[src/rtl/alu_op_sequencer_if.sv]
// Request-side valid/ready bundle for alu_op_sequencer.
// The master drives complete ALU operations; the slave (sequencer) returns req_ready.
interface alu_op_sequencer_if #(
   parameter int DATA_WIDTH = 8,
   parameter int CMD_WIDTH  = 4
);
   logic                  req_valid;
   logic                  req_ready;
   logic [DATA_WIDTH-1:0] req_opa;
   logic [DATA_WIDTH-1:0] req_opb;
   logic [CMD_WIDTH-1:0]  req_cmd;
   logic                  req_mode;
   logic                  req_cin;
   logic [1:0]            req_split;
   logic [4:0]            req_gap;

   modport master (
      output req_valid, req_opa, req_opb, req_cmd, req_mode, req_cin, req_split, req_gap,
      input  req_ready
   );

   modport slave (
      input  req_valid, req_opa, req_opb, req_cmd, req_mode, req_cin, req_split, req_gap,
      output req_ready
   );
endinterface

[src/rtl/alu_op_sequencer.sv]
// Issue stage in front of the ALU: FIFO-buffers operations, replays them paired or split,
// and strobes when the ALU outputs belong to the operation. Optional: ALU_SEQ_GAP_CLAMP_EN.
module alu_op_sequencer #(
   parameter int DATA_WIDTH = 8,
   parameter int CMD_WIDTH  = 4,
   parameter int FIFO_DEPTH = 4,
   parameter int RESULT_LAT = 1
) (
   input  logic                  CLK,
   input  logic                  RST,
   alu_op_sequencer_if.slave     req,
   output logic [1:0]            INP_VALID,
   output logic [DATA_WIDTH-1:0] OPA,
   output logic [DATA_WIDTH-1:0] OPB,
   output logic [CMD_WIDTH-1:0]  CMD,
   output logic                  MODE,
   output logic                  CIN,
   output logic                  CE,
   output logic                  res_strobe,
   output logic                  busy,
   output logic                  gap_warn
);
   localparam int AW    = $clog2(FIFO_DEPTH);
   localparam int LAT_W = $clog2(RESULT_LAT + 2);

   typedef struct packed {
      logic [DATA_WIDTH-1:0] opa;
      logic [DATA_WIDTH-1:0] opb;
      logic [CMD_WIDTH-1:0]  cmd;
      logic                  mode;
      logic                  cin;
      logic [1:0]            split;
      logic [4:0]            gap;
   } req_t;

   typedef enum logic [2:0] {
      IDLE, ISSUE_P, ISSUE_1, GAP, ISSUE_2, WAIT
   } state_t;

   req_t             mem [FIFO_DEPTH];
   req_t             wr_data;
   req_t             head;
   logic [AW:0]      wr_ptr_reg;
   logic [AW:0]      rd_ptr_reg;
   logic [AW:0]      count;
   logic [AW:0]      count_next;
   logic             full;
   logic             empty;
   logic             push;
   logic             pop;

   state_t           state_reg;
   logic [1:0]       split_reg;
   logic [4:0]       gap_cnt_reg;
   logic [LAT_W-1:0] wait_cnt_reg;
   logic [LAT_W-1:0] lat;
   logic             extra_stage;
   logic [4:0]       pop_gap;
   logic             warn_set;
   logic             active_next;

   assign wr_data = {req.req_opa, req.req_opb, req.req_cmd, req.req_mode,
                     req.req_cin, req.req_split, req.req_gap};
   assign head    = mem[rd_ptr_reg[AW-1:0]];

   assign count      = wr_ptr_reg - rd_ptr_reg;
   assign full       = (count == (AW+1)'(FIFO_DEPTH));
   assign empty      = (count == '0);
   assign push       = req.req_valid && !full;
   assign pop        = (state_reg == IDLE) && !empty;
   assign count_next = count + (AW+1)'(push) - (AW+1)'(pop);

   assign req.req_ready = !full;
   assign CE            = RST | (state_reg != IDLE);

`ifdef ALU_SEQ_GAP_CLAMP_EN
   assign pop_gap  = head.gap[4] ? 5'd15 : head.gap;
   assign warn_set = 1'b0;
`else
   assign pop_gap  = head.gap;
   assign warn_set = head.gap[4];
`endif

   // Multiply and shift-subtract carry one extra ALU register stage.
   assign extra_stage = MODE && ((CMD == CMD_WIDTH'(9)) || (CMD == CMD_WIDTH'(10)));
   assign lat         = LAT_W'(RESULT_LAT) + LAT_W'(extra_stage);

   always_comb begin
      active_next = 1'b1;
      if (state_reg == IDLE)
         active_next = !empty;
      else if ((state_reg == WAIT) && (wait_cnt_reg == '0))
         active_next = 1'b0;
   end

   always_ff @(posedge CLK) begin
      if (push)
         mem[wr_ptr_reg[AW-1:0]] <= wr_data;
   end

   always_ff @(posedge CLK) begin
      if (RST) begin
         wr_ptr_reg <= '0;
         rd_ptr_reg <= '0;
      end else begin
         if (push)
            wr_ptr_reg <= wr_ptr_reg + 1'b1;
         if (pop)
            rd_ptr_reg <= rd_ptr_reg + 1'b1;
      end
   end

   // Outputs are registered from the current state, so each transfer appears one cycle
   // after its issue state and is captured by the ALU at the end of that cycle.
   always_ff @(posedge CLK) begin
      if (RST) begin
         state_reg    <= IDLE;
         INP_VALID    <= 2'b00;
         OPA          <= '0;
         OPB          <= '0;
         CMD          <= '0;
         MODE         <= 1'b0;
         CIN          <= 1'b0;
         res_strobe   <= 1'b0;
         busy         <= 1'b0;
         gap_warn     <= 1'b0;
         split_reg    <= 2'b00;
         gap_cnt_reg  <= '0;
         wait_cnt_reg <= '0;
      end else begin
         INP_VALID  <= 2'b00;
         res_strobe <= 1'b0;
         busy       <= active_next || (count_next != '0);
         case (state_reg)
            IDLE: begin
               if (!empty) begin
                  OPA         <= head.opa;
                  OPB         <= head.opb;
                  CMD         <= head.cmd;
                  MODE        <= head.mode;
                  CIN         <= head.cin;
                  split_reg   <= head.split;
                  gap_cnt_reg <= pop_gap;
                  if (warn_set)
                     gap_warn <= 1'b1;
                  if ((head.split == 2'b01) || (head.split == 2'b10))
                     state_reg <= ISSUE_1;
                  else
                     state_reg <= ISSUE_P;
               end
            end
            ISSUE_P: begin
               INP_VALID    <= 2'b11;
               wait_cnt_reg <= lat;
               state_reg    <= WAIT;
            end
            ISSUE_1: begin
               INP_VALID <= split_reg;
               state_reg <= (gap_cnt_reg != '0) ? GAP : ISSUE_2;
            end
            GAP: begin
               gap_cnt_reg <= gap_cnt_reg - 1'b1;
               if (gap_cnt_reg <= 5'd1)
                  state_reg <= ISSUE_2;
            end
            ISSUE_2: begin
               INP_VALID    <= ~split_reg;
               wait_cnt_reg <= lat;
               state_reg    <= WAIT;
            end
            WAIT: begin
               if (wait_cnt_reg == '0) begin
                  res_strobe <= 1'b1;
                  state_reg  <= IDLE;
               end else begin
                  wait_cnt_reg <= wait_cnt_reg - 1'b1;
               end
            end
            default: state_reg <= IDLE;
         endcase
      end
   end
endmodule

[src/flat_wrapper.sv]
// flat-port wrapper written by rule: the top's interface ports become plain ports
module alu_op_sequencer_flat 
#(
   parameter int DATA_WIDTH = 8,
   parameter int CMD_WIDTH  = 4,
   parameter int FIFO_DEPTH = 4,
   parameter int RESULT_LAT = 1
)
  (CLK, RST, INP_VALID, OPA, OPB, CMD, MODE, CIN, CE, res_strobe, busy, gap_warn, req_req_valid, req_req_opa, req_req_opb, req_req_cmd, req_req_mode, req_req_cin, req_req_split, req_req_gap, req_req_ready);
  alu_op_sequencer_if #(.DATA_WIDTH(DATA_WIDTH), .CMD_WIDTH(CMD_WIDTH)) req_i ();
  input  logic CLK;
  input  logic RST;
  output logic [1:0] INP_VALID;
  output logic [DATA_WIDTH-1:0] OPA;
  output logic [DATA_WIDTH-1:0] OPB;
  output logic [CMD_WIDTH-1:0] CMD;
  output logic MODE;
  output logic CIN;
  output logic CE;
  output logic res_strobe;
  output logic busy;
  output logic gap_warn;
  input wire logic [$bits(req_i.req_valid)-1:0] req_req_valid;
  input wire logic [$bits(req_i.req_opa)-1:0] req_req_opa;
  input wire logic [$bits(req_i.req_opb)-1:0] req_req_opb;
  input wire logic [$bits(req_i.req_cmd)-1:0] req_req_cmd;
  input wire logic [$bits(req_i.req_mode)-1:0] req_req_mode;
  input wire logic [$bits(req_i.req_cin)-1:0] req_req_cin;
  input wire logic [$bits(req_i.req_split)-1:0] req_req_split;
  input wire logic [$bits(req_i.req_gap)-1:0] req_req_gap;
  output wire logic [$bits(req_i.req_ready)-1:0] req_req_ready;
  assign req_i.req_valid = req_req_valid;
  assign req_i.req_opa = req_req_opa;
  assign req_i.req_opb = req_req_opb;
  assign req_i.req_cmd = req_req_cmd;
  assign req_i.req_mode = req_req_mode;
  assign req_i.req_cin = req_req_cin;
  assign req_i.req_split = req_req_split;
  assign req_i.req_gap = req_req_gap;
  assign req_req_ready = req_i.req_ready;
  alu_op_sequencer #(.DATA_WIDTH(DATA_WIDTH), .CMD_WIDTH(CMD_WIDTH), .FIFO_DEPTH(FIFO_DEPTH), .RESULT_LAT(RESULT_LAT)) u_core (.CLK(CLK), .RST(RST), .req(req_i), .INP_VALID(INP_VALID), .OPA(OPA), .OPB(OPB), .CMD(CMD), .MODE(MODE), .CIN(CIN), .CE(CE), .res_strobe(res_strobe), .busy(busy), .gap_warn(gap_warn));
endmodule
[config.mk]
export PLATFORM = sky130hd
export DESIGN_NAME = alu_op_sequencer_flat
export DESIGN_NICKNAME = d
export VERILOG_FILES = /design/src/rtl/alu_op_sequencer_if.sv /design/src/rtl/alu_op_sequencer.sv /design/src/flat_wrapper.sv
export SDC_FILE = /design/constraint.sdc
export NUM_CORES = 1
export LEC_CHECK = 0
export CAP_MARGIN = 20
export CORE_MARGIN = 2
export CORE_UTILIZATION = 50
export DETAILED_ROUTE_END_ITERATION = 10
export HOLD_SLACK_MARGIN = 0.03
export PLACE_DENSITY_LB_ADDON = 0.05
export SLEW_MARGIN = 20
export SYNTH_ARGS = -nofsm -noshare
export SYNTH_HDL_FRONTEND = slang
export SYNTH_SLANG_ARGS = --single-unit
[constraint.sdc]
create_clock -name CLK -period 3.75 [get_ports CLK]
set_clock_uncertainty 0.2 [all_clocks]
set_input_delay 0.75 -clock CLK [delete_from_list [all_inputs] [get_ports CLK]]
set_output_delay 0.75 -clock CLK [all_outputs]
set_load 0.02 [all_outputs]
run_1/cell_classes.png
(3 px per um) Fill, decap, tap and diode cells in gray.
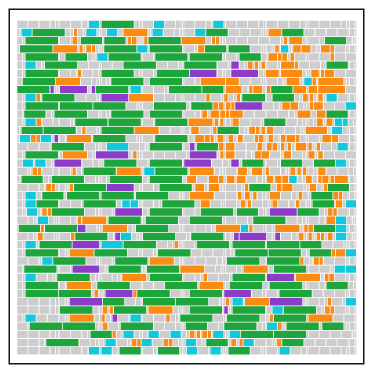
[clock drivers and dummy loads] purple | cells: 32
[flip-flops] green | cells: 163
[other buffers and delay cells] cyan | cells: 69
[all other logic] orange | cells: 242
Seq area share: 56.64%
num rows: 41
post-route core utilization: 61.92%

run_1/density.png
(2 px per um) The die is cut into 12 by 12 equal tiles; black is low, pale yellow is high, 0 to 100% covered.
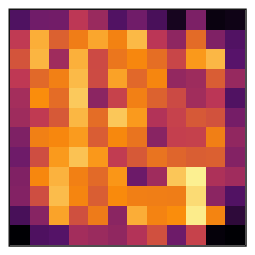
mean over tiles: 55%
fullest tile: 97%
emptiest ninth of the die: top right
tiles over 75% full: 19%
nearly empty tiles: 2.1%
placeable core region: 12,620 um2
Floorplan Utilization: 51.19%

run_1/final_clocks.png
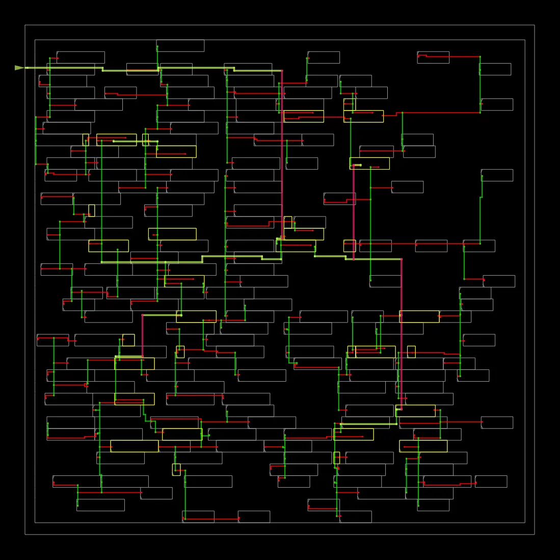
TritonCTS buffer count: 17
FFs & Latches: 163

run_1/clock_map.png
(4 px per um)
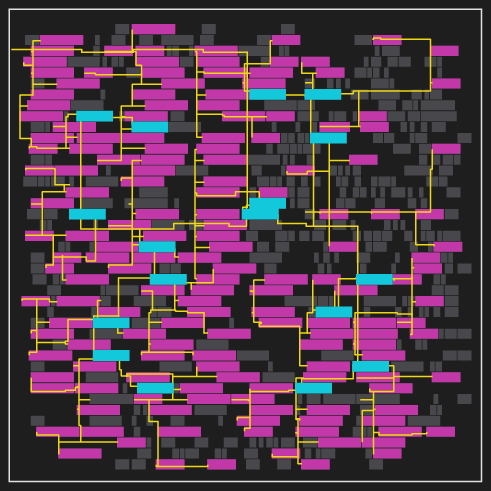
[flip-flops] magenta | count: 163
[cells driving clock nets] cyan | count: 17
[clock wires] yellow | length: 1,690 um
routed clock nets: 18
flops lie: spread over the die
Clock group: 1.68 mW
clock latency on the worst-skew pair: 0.41 ns
share of power burned in the clock network: 25.2%

## run 1: worst min path at each step
stage,to,slack [ns],cells after the start
6_report,u_core.OPB[5],0.25,2
5_1_grt,u_core.OPB[0],0.27,2
4_1_cts,u_core.OPB[5],0.26,2
3_5_place_dp,u_core.OPB[5],0.25,2
3_3_place_gp,u_core.wait_cnt_reg[0],0.24,2
2_1_floorplan,u_core.wait_cnt_reg[0],0.23,2
## run 1: per-stage QoR
step / util [%] / instance area (um2) / hold slack, ns
floorplan: - / 6460 / 0.2319
global placement: 57.34 / 7236 / 0.2410
detailed placement: 57.34 / 7236 / 0.2475
CTS: 61.92 / 7814 / 0.2556
global route: 61.92 / 7814 / 0.2707
finish: 61.92 / 7814 / 0.2528
## run 1: layer usage
| metal | wire (um) | vias up |
|---|---|---|
| met4 | 155 | 0 |
| met3 | 513 | 15 |
| li1 | - | 1726 |
| met5 | 0 | - |
| met2 | 5847 | 73 |
| met1 | 5331 | 1820 |
## run 1: worst max-delay path: cells and delay by family (launching register included)
family,cells,cell delay (ns)
buffers and inverters,2,0.71
adders and majority gates,2,0.61
DFF,1,0.40
xor gates and xnor gates,1,0.29
and+or+nand+nor,1,0.10
## run 1: power by group through the flow
stage	Combinational [mW]	Clock, mW	Sequential (mW)
after global placement	2.40	0	2.63
final	2.39	1.68	2.60
after CTS	2.43	1.72	2.61
after global routing	2.64	1.80	2.65
after detailed placement	2.43	0	2.65
after floorplan	1.75	0	2.59
## run 1: logic make-up (layout without fill, tap and decap cells)
| logic type | Yosys count | in the layout | share of synthesized area, % |
|---|---|---|---|
| flip-flops | 163 | 163 | 68.49 |
| AND/OR/NAND/NOR | 120 | 120 | 8.425 |
| AND-OR/OR-AND | 59 | 59 | 5.423 |
| multiplexers | 30 | 30 | 10.27 |
| buffers and inverters | 30 | 108 | 2.460 |
| XOR/XNOR | 14 | 14 | 2.382 |
| adder cells (fa/ha/maj) | 12 | 12 | 2.557 |
## run 1: cells in the final DEF, fill, tap and decap left out, types with 3 or more instances in the layout
cell type / n
xnor2_1: 7
xor2_1: 5
nor2b_1: 3
clkinvlp_4: 3
nor2_1: 28
nor3_1: 5
clkbuf_16: 17
clkinv_2: 5
buf_4: 7
mux4_2: 29
nand2_1: 59
dfxtp_1: 46
o32a_1: 3
bufinv_16: 3
nand2b_1: 3
a21oi_1: 36
o21ai_0: 7
nand3_1: 3
clkbuf_1: 3
edfxtp_1: 116
inv_1: 7
nor3b_1: 5
ha_1: 10
and2_2: 3
clkdlybuf4s50_1: 59
## run 1: layout make-up
type                       count  area [um2]
clock buffer                  20       436.7
inverter                       7       26.28
timing repair buffer          69       688.2
fill                        1028        4806
sequential                   163        4425
clock inverter                12       141.4
tap                          172       215.2
multi-input combinational    235        1881
==> qor.csv, run 1 <==
metric,value,unit
num_antenna_cells,0,
grt_start_max_net_pins,48,
internal-power,4.445,mW
static-leakage-power,2.606,nW
worst_setup_path_category,reg -> out,
grt_util_met1,23.97,%
first_iter_violations,295,
cts_tree,yes,
layout_setup_ws,0.2769,ns
drt_wl_cell,17.47,um
top_ports,61,
clkSlewWorstSetupHoldPaths,0.06,ns
async_reset_ff_share,0,%
synth.yosys.chip_area,6460,um2
power.switching_fraction,33.36,%
net-switching-power,2.225,mW
master_cell_of_the_clock_root_buffer,clkbuf_16,
critPathMaxFanout,4,
vias,3634,
ys_types,46,
regToRegStartpoint,u_core.wr_ptr_reg[0],
dp.final_hpwl,7350,um
drt_pre_antenna_iters,4,
clockBufferDepth,2,
postCtsHoldBufs,0,
synth-warning-count,0,
use_met3,4.845,%
status,finished clean,
cp-start-kind,flop,
chipArea,13850,um2
die.size.x,117.7,um
worst_ep_required_time,2.80,ns
globalRouteTotalUtil,18.25,%
run_1/zoom.png
Region (46, 46) to (71, 71) um. Cells in gray, sequential cells in the stronger gray; small squares are vias.
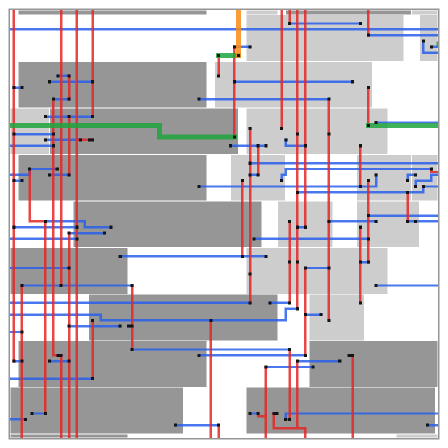

==> run 2: changes to the inputs <==
--- a/config.mk
+++ b/config.mk
@@ -5,9 +5,10 @@
 export SDC_FILE = /design/constraint.sdc
 export NUM_CORES = 1
 export LEC_CHECK = 0
-export CAP_MARGIN = 20
+export CELL_PAD_IN_SITES_DETAIL_PLACEMENT = 0
+export CELL_PAD_IN_SITES_GLOBAL_PLACEMENT = 2
 export CORE_MARGIN = 2
-export CORE_UTILIZATION = 50
+export CORE_UTILIZATION = 41
 export DETAILED_ROUTE_END_ITERATION = 10
 export HOLD_SLACK_MARGIN = 0.03
 export PLACE_DENSITY_LB_ADDON = 0.05
run_2/zoom.png
Region (52, 52) to (77, 77) um. Cells in gray, sequential cells in the stronger gray; small squares are vias.
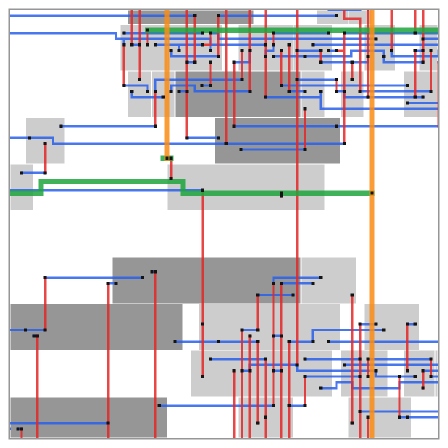
[met2] red
[met4] orange
[met1] blue
[met3] green
sequential cells in the window: 5
cells with their middle in the window: 26
most frequent: nor2_1 (4), xor2_1 (3), edfxtp_1 (3)
netlist names of flops here include: `u_core.mem` (3), `u_core.gap_cnt_reg` (2)

==> run 2 against run 1 <==
Power shrank 0.41%. Clock power down 6%. Sequential share of layout area shrank 0.19 points. Combinational power rose by 3%. Worst setup slack improved by 0.0066 ns. Register-to-register slack better by 0.03 ns. Maximum frequency increased by 0.19%. Highest routed layer unchanged.
==> qor.csv, run 2 <==
metric,value,unit,change
first_iter_violations,171,,-42%
status,finished clean,,
hold-worst-slack,0.2509,ns,-0.001949 ns
largest_logic_family,multiplexers,,
drt_wl_cell,17.88,um,+2.3%
layout_setup_ws,0.2835,ns,+0.006589 ns
synth.area.mux_share,10.27,%,unchanged
top_ports,61,,unchanged
ys_types,46,,unchanged
largest_register_ffs,116,,
drt_pre_antenna_iters,4,,unchanged
lay_top_cells,"edfxtp_1, nand2_1, clkdlybuf4s50_1, dfxtp_1, a21oi_1",,
lay_top_count,edfxtp_1,,
grt_start_max_net_pins,48,,unchanged
clk_latency,0.41,ns,about the same
floorplan.core_util,42.18,%,-9.0 points
globalRouteTotalUtil,16.64,%,-1.6 points
clkSlewWorstSetupHoldPaths,0.06,ns,about the same
max-vdd-ir-drop,0.4101,mV,
cp-start-kind,flop,,
post_synth_ao_oa_area_fraction,5.423,%,unchanged
clock-sinks,163,,
chipArea,16780,um2,+21%
core.rowCount,45,,+9.8%
num_antenna_cells,0,,unchanged
clockBufferDepth,2,,unchanged
cts_tree,yes,,
static-leakage-power,2.600,nW,-0.22%
dp.final_hpwl,7962,um,+8.3%
synth-warning-count,0,,unchanged
synthXorXnorAreaFrac,2.382,%,unchanged
hold_depth,2,,unchanged
hold_viol,0,,
critPathMaxFanout,4,,unchanged
worst_ep_required_time,2.80,ns,about the same
master_cell_of_the_clock_root_buffer,clkbuf_16,,
regToRegStartpoint,u_core.wr_ptr_reg[0],,
placeable_core_region,15310,um2,+21%
fillCellCount,1362,,+32%
die.size.x,129.5,um,+10%
vias,3631,,-0.083%
postCtsHoldBufs,0,,unchanged
worst_setup_path_category,reg -> out,,
[run 2: final timing paths]
kind / slack, ns / to
min reg2reg: 0.25 / u_core.wait_cnt_reg[0]
min: 0.25 / u_core.wait_cnt_reg[0]
max reg2reg: 0.51 / u_core.busy
max: 0.28 / req_req_ready
[run 2: power breakdown]
group          switching (mW)  internal [mW]  total [mW]
Sequential              0.267           2.35        2.62
Combinational            1.37           1.08        2.45
Clock                   0.658          0.922        1.58
Total                    2.29           4.35        6.64
[run 2: area by class of cell]
cell class              count  area (um2)  area share (%)
multi-input cells         235        1881           23.98
flip-flops and latches    163        4427           56.45
clock buffers              21       450.4           5.743
inverters                   7       26.28          0.3350
repair buffers             70       708.2           9.030
clock inverters            11       86.33           1.101
well taps                 211       264.0           3.366
[run 2: layer usage]
layer	vias up	global-route usage, %	wire length [um]
met2	53	27.12	6411
met4	0	5.882	156
met3	11	3.881	385
met5	-	0	0
li1	1734	-	-
met1	1833	22.08	5882
[run 2: cell families (layout without fill, tap and decap cells)]
group | count (synthesis) | count (layout)
xor gates and xnor gates | 14 | 14
and+or+nand+nor | 120 | 120
AOI/OAI and AO/OA | 59 | 59
buffers and inverters | 30 | 109
DFF | 163 | 163
adders and majority gates | 12 | 12
muxes | 30 | 30
[run 2: critical path, delay by kind of cell (launching register included)]
family	cells	cell delay, ns
xor gates and xnor gates	1	0.29
adders and majority gates	2	0.61
buffers and inverters	2	0.70
DFF	1	0.39
and+or+nand+nor	1	0.11
[run 2: per-stage QoR]
step	cell area [um2]	util [%]	power [mW]
2_1_floorplan	6460	-	4.341
3_3_place_gp	7306	47.70	5.109
3_5_place_dp	7306	47.70	5.157
4_1_cts	7843	51.21	6.750
5_1_grt	7843	51.21	7.079
6_report	7843	51.21	6.643
run_2/clock_map.png
(4 px per um)
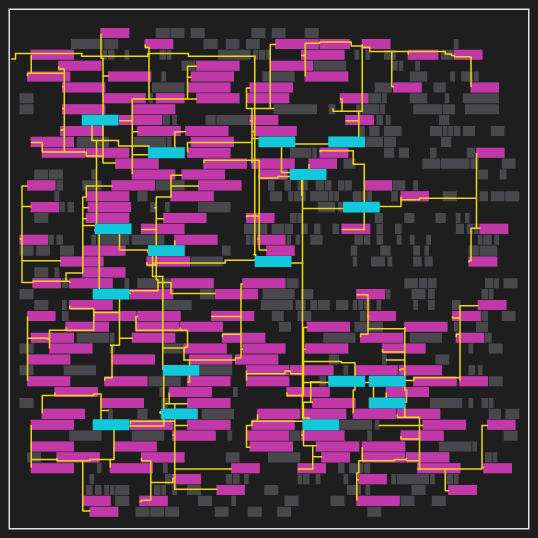

==> run 3: changes to the inputs <==
--- a/config.mk
+++ b/config.mk
@@ -12,6 +12,7 @@
 export DETAILED_ROUTE_END_ITERATION = 10
 export HOLD_SLACK_MARGIN = 0.03
 export PLACE_DENSITY_LB_ADDON = 0.05
+export RECOVER_POWER = 25
 export SLEW_MARGIN = 20
 export SYNTH_ARGS = -nofsm -noshare
 export SYNTH_HDL_FRONTEND = slang
run_3/clock_map.png
(4 px per um)
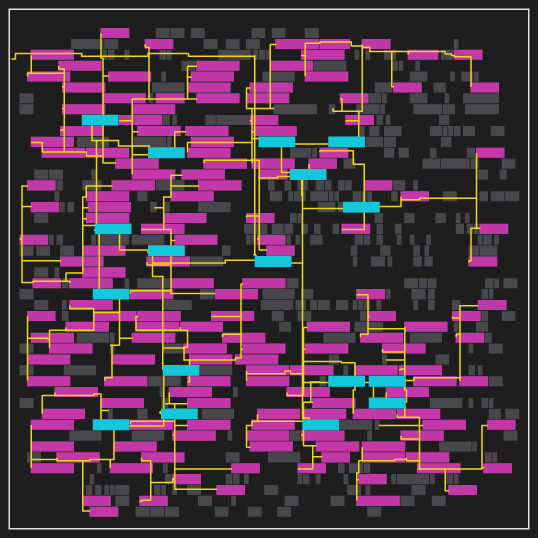
[flip-flops] magenta | count: 163
[clock wires] yellow | length: 1,840 um
[cells driving clock nets] cyan | count: 17
flops lie: spread over the die
Clock group: 1.58 mW
share of power burned in the clock network: 23.8%

==> run 3 against run 2 <==
Sequential power about the same. Hold slack hardly changed. Sequential cell count unchanged. Worst setup slack is essentially flat. Area after synthesis stayed put. Register-to-register slack barely moved. Sequential share of layout area about the same. Clock power barely moved. Non-clock buffer count did not move. Synthesized cell count stayed put. Critical endpoint unchanged. Largest cell class unchanged.
==> qor.csv, run 3 <==
metric,value,unit,change
floorplan.core_util,42.18,%,unchanged
lay_top_count,edfxtp_1,,
status,finished clean,,
clockBufferDepth,2,,unchanged
postCtsHoldBufs,0,,unchanged
layout_setup_ws,0.2836,ns,+0.00008500 ns
clkSlewWorstSetupHoldPaths,0.06,ns,about the same
critPathMaxFanout,4,,unchanged
top_ports,61,,unchanged
die.size.x,129.5,um,unchanged
vias,3630,,-0.028%
dp.final_hpwl,7962,um,unchanged
grt_start_max_net_pins,48,,unchanged
clock-sinks,163,,unchanged
placeable_core_region,15310,um2,unchanged
globalRouteTotalUtil,16.64,%,unchanged
regToRegStartpoint,u_core.wr_ptr_reg[0],,
first_iter_violations,171,,unchanged
ys_types,46,,unchanged
reg2reg_to,u_core.busy,,
drt_pre_antenna_iters,4,,unchanged
totalPowerFinal,6.636,mW,-0.10%
largest_register_ffs,116,,unchanged
setup.worst_path.end,req_req_ready,,
hold_depth,2,,unchanged
clk_latency,0.41,ns,about the same
cts_tree,yes,,
cp-start-kind,flop,,
layout.area.comb,1881,um2,unchanged
reg2reg_setup_slack,0.51,ns,about the same
fillCellCount,1361,,-0.073%
-- run 3: critical path, cell delays in order, from the launching register on --
cell and delay, ns:
dfxtp_1 0.39, inv_1 0.10, ha_1 0.20, fa_1 0.41
xor3_2 0.29, nand3_1 0.11, clkdlybuf4s50_1 0.60
-- run 3: layer usage --
layer  vias up  track usage (%)  share of wire, %
met2        53            27.12                50
li1       1735                -                 -
met5         -                0                 0
met3        11            3.881               3.0
met1      1831            22.08                46
met4         0            5.882               1.2
-- run 3: cell type report --
type                            instances  share of cell area (%)
Clock inverter                         11                   1.100
Timing Repair Buffer                   70                   9.027
Tap cell                              211                   3.365
Inverter                                7                  0.3349
Antenna cell                            1                 0.03190
Multi-Input combinational cell        235                   23.97
Clock buffer                           21                   5.742
Sequential cell                       163                   56.43
-- run 3: through the flow --
| step | std cells | utilization (%) | hold slack [ns] | cell area, um2 |
|---|---|---|---|---|
| floorplan | 428 | - | 0.2319 | 6460 |
| global placement | 686 | 47.70 | 0.2405 | 7306 |
| detailed placement | 686 | 47.70 | 0.2461 | 7306 |
| CTS | 718 | 51.21 | 0.2546 | 7843 |
| global route | 718 | 51.21 | 0.2767 | 7843 |
| finish | 719 | 51.23 | 0.2509 | 7845 |
-- run 3: worst min path at each step --
stage	from	to	slack [ns]
floorplan	u_core.wait_cnt_reg[0]	u_core.wait_cnt_reg[0]	0.23
finish	u_core.wait_cnt_reg[0]	u_core.wait_cnt_reg[0]	0.25
CTS	u_core.wait_cnt_reg[0]	u_core.wait_cnt_reg[0]	0.25
global route	u_core.OPA[4]	u_core.OPA[4]	0.28
global placement	u_core.OPA[1]	u_core.OPA[1]	0.24
detailed placement	u_core.wait_cnt_reg[0]	u_core.wait_cnt_reg[0]	0.25
-- run 3: cells by family (layout without fill, tap and decap cells) --
family | count (synthesis) | after routing | synth area share, %
xor gates and xnor gates | 14 | 14 | 2.382
DFF | 163 | 163 | 68.49
other | 0 | 1 | 0
buffers and inverters | 30 | 109 | 2.460
muxes | 30 | 30 | 10.27
adders and majority gates | 12 | 12 | 2.557
AOI/OAI and AO/OA | 59 | 59 | 5.423
and+or+nand+nor | 120 | 120 | 8.425
-- run 3: power breakdown --
group / total, mW / switching, mW / internal (mW) / leakage, nW
clock: 1.58 / 0.657 / 0.922 / 0.264
sequential: 2.62 / 0.266 / 2.35 / 1.45
combinational: 2.44 / 1.37 / 1.07 / 0.892
Power and IR drop assume default switching activity.
